==> src/rtl/bus_gen_arbiter_if.sv <==
// Shared-bus bundle between the device FIFO front-ends and the arbiter fabric.
// The master modport is the arbiter side; the slave modport is the device side.
interface bus_gen_arbiter_if #(
    parameter int bits    = 1,
    parameter int drvrs   = 4,
    parameter int pckg_sz = 16
);
    logic [bits-1:0][drvrs-1:0]              pndng;
    logic [bits-1:0][drvrs-1:0][pckg_sz-1:0] D_pop;
    logic [bits-1:0][drvrs-1:0]              pop;
    logic [bits-1:0][drvrs-1:0]              push;
    logic [bits-1:0][pckg_sz-1:0]            D_push;

    modport master (input pndng, input D_pop, output pop, output push, output D_push);
    modport slave  (output pndng, output D_pop, input pop, input push, input D_push);
endinterface

==> src/rtl/bus_gen_arbiter.sv <==
// Per-bus round-robin arbiter: pops one packet from a pending device, then pushes it to the
// device named by the packet's top byte (or to all other devices on a broadcast ID).
module bus_gen_arbiter #(
    parameter int         bits      = 1,
    parameter int         drvrs     = 4,
    parameter int         pckg_sz   = 16,
    parameter logic [7:0] broadcast = 8'hFF
) (
    input  logic              clk,
    input  logic              reset,
    bus_gen_arbiter_if.master bus
);
    localparam int PW = (drvrs > 1) ? $clog2(drvrs) : 1;

    localparam logic [1:0] IDLE = 2'd0;
    localparam logic [1:0] POP  = 2'd1;
    localparam logic [1:0] PUSH = 2'd2;

    for (genvar b = 0; b < bits; b++) begin : g_bus
        logic [1:0]         state_r;
        logic [PW-1:0]      win_r;
        logic [PW-1:0]      rr_r;
        logic [pckg_sz-1:0] pkt_r;
        logic [drvrs-1:0]   push_r;
        logic               any_pend;
        logic [PW-1:0]      pick;
        logic [7:0]         dest;
        logic [drvrs-1:0]   push_nxt;
        logic [drvrs-1:0]   pop_now;
        logic [PW-1:0]      rr_nxt;

        // Winner search: scan from the farthest offset back so the nearest pending index after rr wins.
        always_comb begin
            int idx;
            pick     = rr_r;
            any_pend = 1'b0;
            for (int k = drvrs - 1; k >= 0; k--) begin
                idx = int'(rr_r) + k;
                if (idx >= drvrs) begin
                    idx = idx - drvrs;
                end else begin
                    idx = idx;
                end
                if (bus.pndng[b][idx]) begin
                    pick     = PW'(idx);
                    any_pend = 1'b1;
                end else begin
                    pick     = pick;
                    any_pend = any_pend;
                end
            end
        end

        // Destination decode of the winner's FIFO head, and the pop strobe while in POP.
        always_comb begin
            dest     = bus.D_pop[b][win_r][pckg_sz-1 -: 8];
            push_nxt = {drvrs{1'b0}};
            pop_now  = {drvrs{1'b0}};
            for (int j = 0; j < drvrs; j++) begin
                if (dest == broadcast) begin
                    push_nxt[j] = (j != int'(win_r));
                end else begin
                    push_nxt[j] = (int'(dest) == j);
                end
                pop_now[j] = (state_r == POP) && (int'(win_r) == j) && bus.pndng[b][j];
            end
            if (win_r == PW'(drvrs - 1)) begin
                rr_nxt = {PW{1'b0}};
            end else begin
                rr_nxt = win_r + PW'(1);
            end
        end

        // Arbitration FSM; push and the bus data are registered, a reset discards any latched packet.
        always_ff @(posedge clk) begin
            if (reset) begin
                state_r <= IDLE;
                win_r   <= {PW{1'b0}};
                rr_r    <= {PW{1'b0}};
                pkt_r   <= {pckg_sz{1'b0}};
                push_r  <= {drvrs{1'b0}};
            end else begin
                case (state_r)
                    IDLE: begin
                        push_r <= {drvrs{1'b0}};
                        if (any_pend) begin
                            win_r   <= pick;
                            state_r <= POP;
                        end else begin
                            state_r <= IDLE;
                        end
                    end
                    POP: begin
                        if (bus.pndng[b][win_r]) begin
                            pkt_r   <= bus.D_pop[b][win_r];
                            push_r  <= push_nxt;
                            state_r <= PUSH;
                        end else begin
                            push_r  <= {drvrs{1'b0}};
                            state_r <= IDLE;
                        end
                    end
                    PUSH: begin
                        push_r  <= {drvrs{1'b0}};
                        rr_r    <= rr_nxt;
                        state_r <= IDLE;
                    end
                    default: begin
                        push_r  <= {drvrs{1'b0}};
                        state_r <= IDLE;
                    end
                endcase
            end
        end

        assign bus.pop[b]    = pop_now;
        assign bus.push[b]   = push_r;
        assign bus.D_push[b] = pkt_r;
    end

endmodule

==> src/flat_wrapper.sv <==
// flat-port wrapper written by rule: the top's interface ports become plain ports
module bus_gen_arbiter_flat 
#(
    parameter int         bits      = 1,
    parameter int         drvrs     = 4,
    parameter int         pckg_sz   = 16,
    parameter logic [7:0] broadcast = 8'hFF
)
  (clk, reset, bus_pndng, bus_D_pop, bus_pop, bus_push, bus_D_push);
  bus_gen_arbiter_if #(.bits(bits), .drvrs(drvrs), .pckg_sz(pckg_sz)) bus_i ();
  input  logic clk;
  input  logic reset;
  input wire logic [$bits(bus_i.pndng)-1:0] bus_pndng;
  input wire logic [$bits(bus_i.D_pop)-1:0] bus_D_pop;
  output wire logic [$bits(bus_i.pop)-1:0] bus_pop;
  output wire logic [$bits(bus_i.push)-1:0] bus_push;
  output wire logic [$bits(bus_i.D_push)-1:0] bus_D_push;
  assign bus_i.pndng = bus_pndng;
  assign bus_i.D_pop = bus_D_pop;
  assign bus_pop = bus_i.pop;
  assign bus_push = bus_i.push;
  assign bus_D_push = bus_i.D_push;
  bus_gen_arbiter #(.bits(bits), .drvrs(drvrs), .pckg_sz(pckg_sz), .broadcast(broadcast)) u_core (.clk(clk), .reset(reset), .bus(bus_i));
endmodule
==> config.mk <==
export PLATFORM = sky130hd
export DESIGN_NAME = bus_gen_arbiter_flat
export DESIGN_NICKNAME = d
export VERILOG_FILES = /design/src/rtl/bus_gen_arbiter_if.sv /design/src/rtl/bus_gen_arbiter.sv /design/src/flat_wrapper.sv
export SDC_FILE = /design/constraint.sdc
export NUM_CORES = 1
export LEC_CHECK = 0
export CORE_ASPECT_RATIO = 1.4
export CORE_MARGIN = 2
export CORE_UTILIZATION = 40
export CTS_CLUSTER_SIZE = 14
export DETAILED_ROUTE_END_ITERATION = 8
export MAX_ROUTING_LAYER = met4
export PLACE_DENSITY_LB_ADDON = 0.1
export SLEW_MARGIN = 20
export SYNTH_ARGS = -nofsm -noshare
export SYNTH_HDL_FRONTEND = slang
export SYNTH_SLANG_ARGS = --single-unit
==> constraint.sdc <==
create_clock -name clk -period 4.94 [get_ports clk]
set_input_delay 0.741 -clock clk [delete_from_list [all_inputs] [get_ports clk]]
set_output_delay 0.741 -clock clk [all_outputs]
set_load 0.01 [all_outputs]
Clock wiring as the flow saved it:
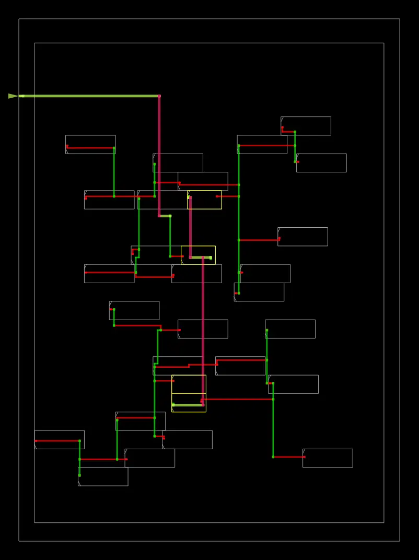
number of clock buffer instances in the layout: 4
clock buffer count from CTS: 3
CTS sink cnt: 26
worst setup skew after layout: 0.00265 ns

Routed clock nets over the placement:
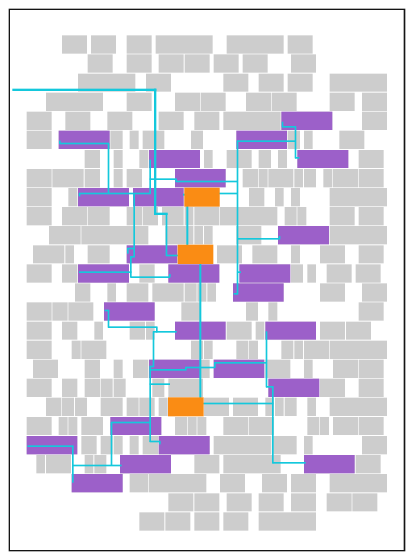
clock drivers -> orange  # count 3
clock wires -> cyan  # length 321 um
flip-flops -> purple  # count 26
routed clock nets = 4

==> impl_metrics.py <==
# Metrics from the implementation run
metrics = {
    "power_and_ir_drop": {
        "power-top-group": "sequential cells",
        "report.power.total_uw": 537,
        "p_int_uw": 397,
        "clock_power_share": 0.258,
        "p_clk_uw": 139,
        "powerComb_uw": 168,
        "share_seq_of_total_power": 0.430,
    },
    "floorplan": {
        "placementRows": 26,
        "initial_core_util": 0.418,
        "die.size.y_um": 77.0,
        "die.size.x_um": 56.1,
    },
    "synth": {
        "yosysCellCount": 159,
        "ys_sh_xor": 0,
        "netlist_area_sq_um": 1520,
        "netlist.top_cell.by_instances": "sky130_fd_sc_hd__nand2_1",
        "ys_top_cells_by_count": "sky130_fd_sc_hd__nand2_1, sky130_fd_sc_hd__dfxtp_1, sky130_fd_sc_hd__a21oi_1",
        "top_area_cell": "sky130_fd_sc_hd__dfxtp_1",
        "yosys.area_share.adder": 0.0329,
        "logic_family": "multiplexers",
        "ys_ff": 26,
    },
    "timing": {
        "drv_slew": 0,
        "finalWorstPathRequiredPeriod_ns": 2.82,
        "final_tally_of_setup_violations": 0,
        "post_route_fraction_of_the_period_consumed_by_the_critical_path": 0.571,
        "timing.fmax_mhz": 355,
        "final_setup_margin_ns": 2.12,
        "rsz_0062_raised_after_global_routing": "false",
        "worstMarginPinSlew_ns": 0.829,
        "timing.hold.ws_ns": 0.456,
    },
    "clocking": {
        "cts_tree": "yes",
        "count_of_hold_buffers_inserted_by_post_cts_repair": 0,
        "cts.path.max_buffers": 2,
        "cts-resized-gates": 0,
    },
    "detailed_routing": {
        "drt_first_pass_iters": 5,
        "uppermost_layer_routed": "met4",
        "detail_route.drc_violations": 0,
        "detailroute.wirelength.met2_um": 2340,
        "wl_met3_um": 284,
        "drt_iter0_drc": 34,
        "dr_total_vias": 1565,
        "routed_wl_um": 4500,
        "viasPerCell": 5.38,
    },
    "worst_setup_path": {
        "timing.rr.start": "u_core.g_bus[0].win_r[0]$_SDFFE_PP0P_",
        "endpoint": "bus_pop[1]",
        "crit_path_max_incr_delay_ns": 0.61,
        "critical_path_depth": 3,
        "setup.worst_path.start": "bus_pndng[1]",
        "reg2reg_slack_ns": 2.45,
    },
    "hold_path": {
        "timing.hold.worst.start": "u_core.bus.D_push[13]$_SDFFE_PP0P_",
        "worstHoldPathType": "reg2reg",
        "min_delay_path_depth": 2,
        "hold-path-endpoint": "u_core.bus.D_push[13]$_SDFFE_PP0P_",
    },
    "final_layout": {
        "seq_share": 0.206,
        "largest_register_ffs": 16,
        "post_route_cells_drive_above_1_share": 0.0964,
        "n_all_buffers": 95,
        "layout.clock.cell_area_share": 0.0218,
        "layout.cells.most_common_list": "sky130_fd_sc_hd__clkdlybuf4s50_1, sky130_fd_sc_hd__nand2_1, sky130_fd_sc_hd__dfxtp_1, sky130_fd_sc_hd__a21oi_1, sky130_fd_sc_hd__mux4_2",
        "n_antenna_cell": 0,
        "logic_gates": 120,
        "final_net_count": 324,
        "final-seq-area_sq_um": 520,
        "comb_area_frac": 0.372,
        "nonClkBufAreaFrac": 0.374,
        "final-comb-area_sq_um": 941,
        "n_sequential_cell": 26,
    },
    "global_routing": {
        "grt_first_pass_wirelength_um": 7400,
        "pin_count_of_the_biggest_net_entering_global_routing": 25,
        "grt_use_met2": 0.375,
        "global_route.usage.met3": 0.0354,
        "grt-busiest-layer": "met2",
    },
    "placement": {
        "io_buffers": 93,
        "dpl_worst_slack_ns": 2.11,
        "routabilityCongestion": 0.824,
        "place.detailed.hpwl_um": 3500,
    },
    "status": {
        "run_status": "complete, no violations",
    },
    "run": {
        "tool_warnings": 29,
        "max_cap_viol_count": 0,
    },
}
Sequential cells grouped by signal name:
Bar = 20 um. Other sequential cells in the stronger gray, the rest of the logic in the fainter gray.
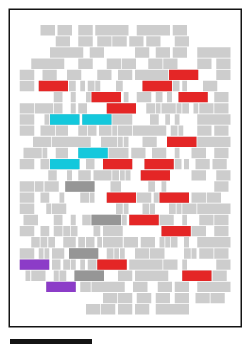
`u_core.bus.D_push` -> red  # flops 16
`u_core.g_bus.rr_r` -> purple  # flops 2
`u_core.bus.push` -> cyan  # flops 4
not colored = 4

No activity file was given, so power comes from the tool's default toggle rates.
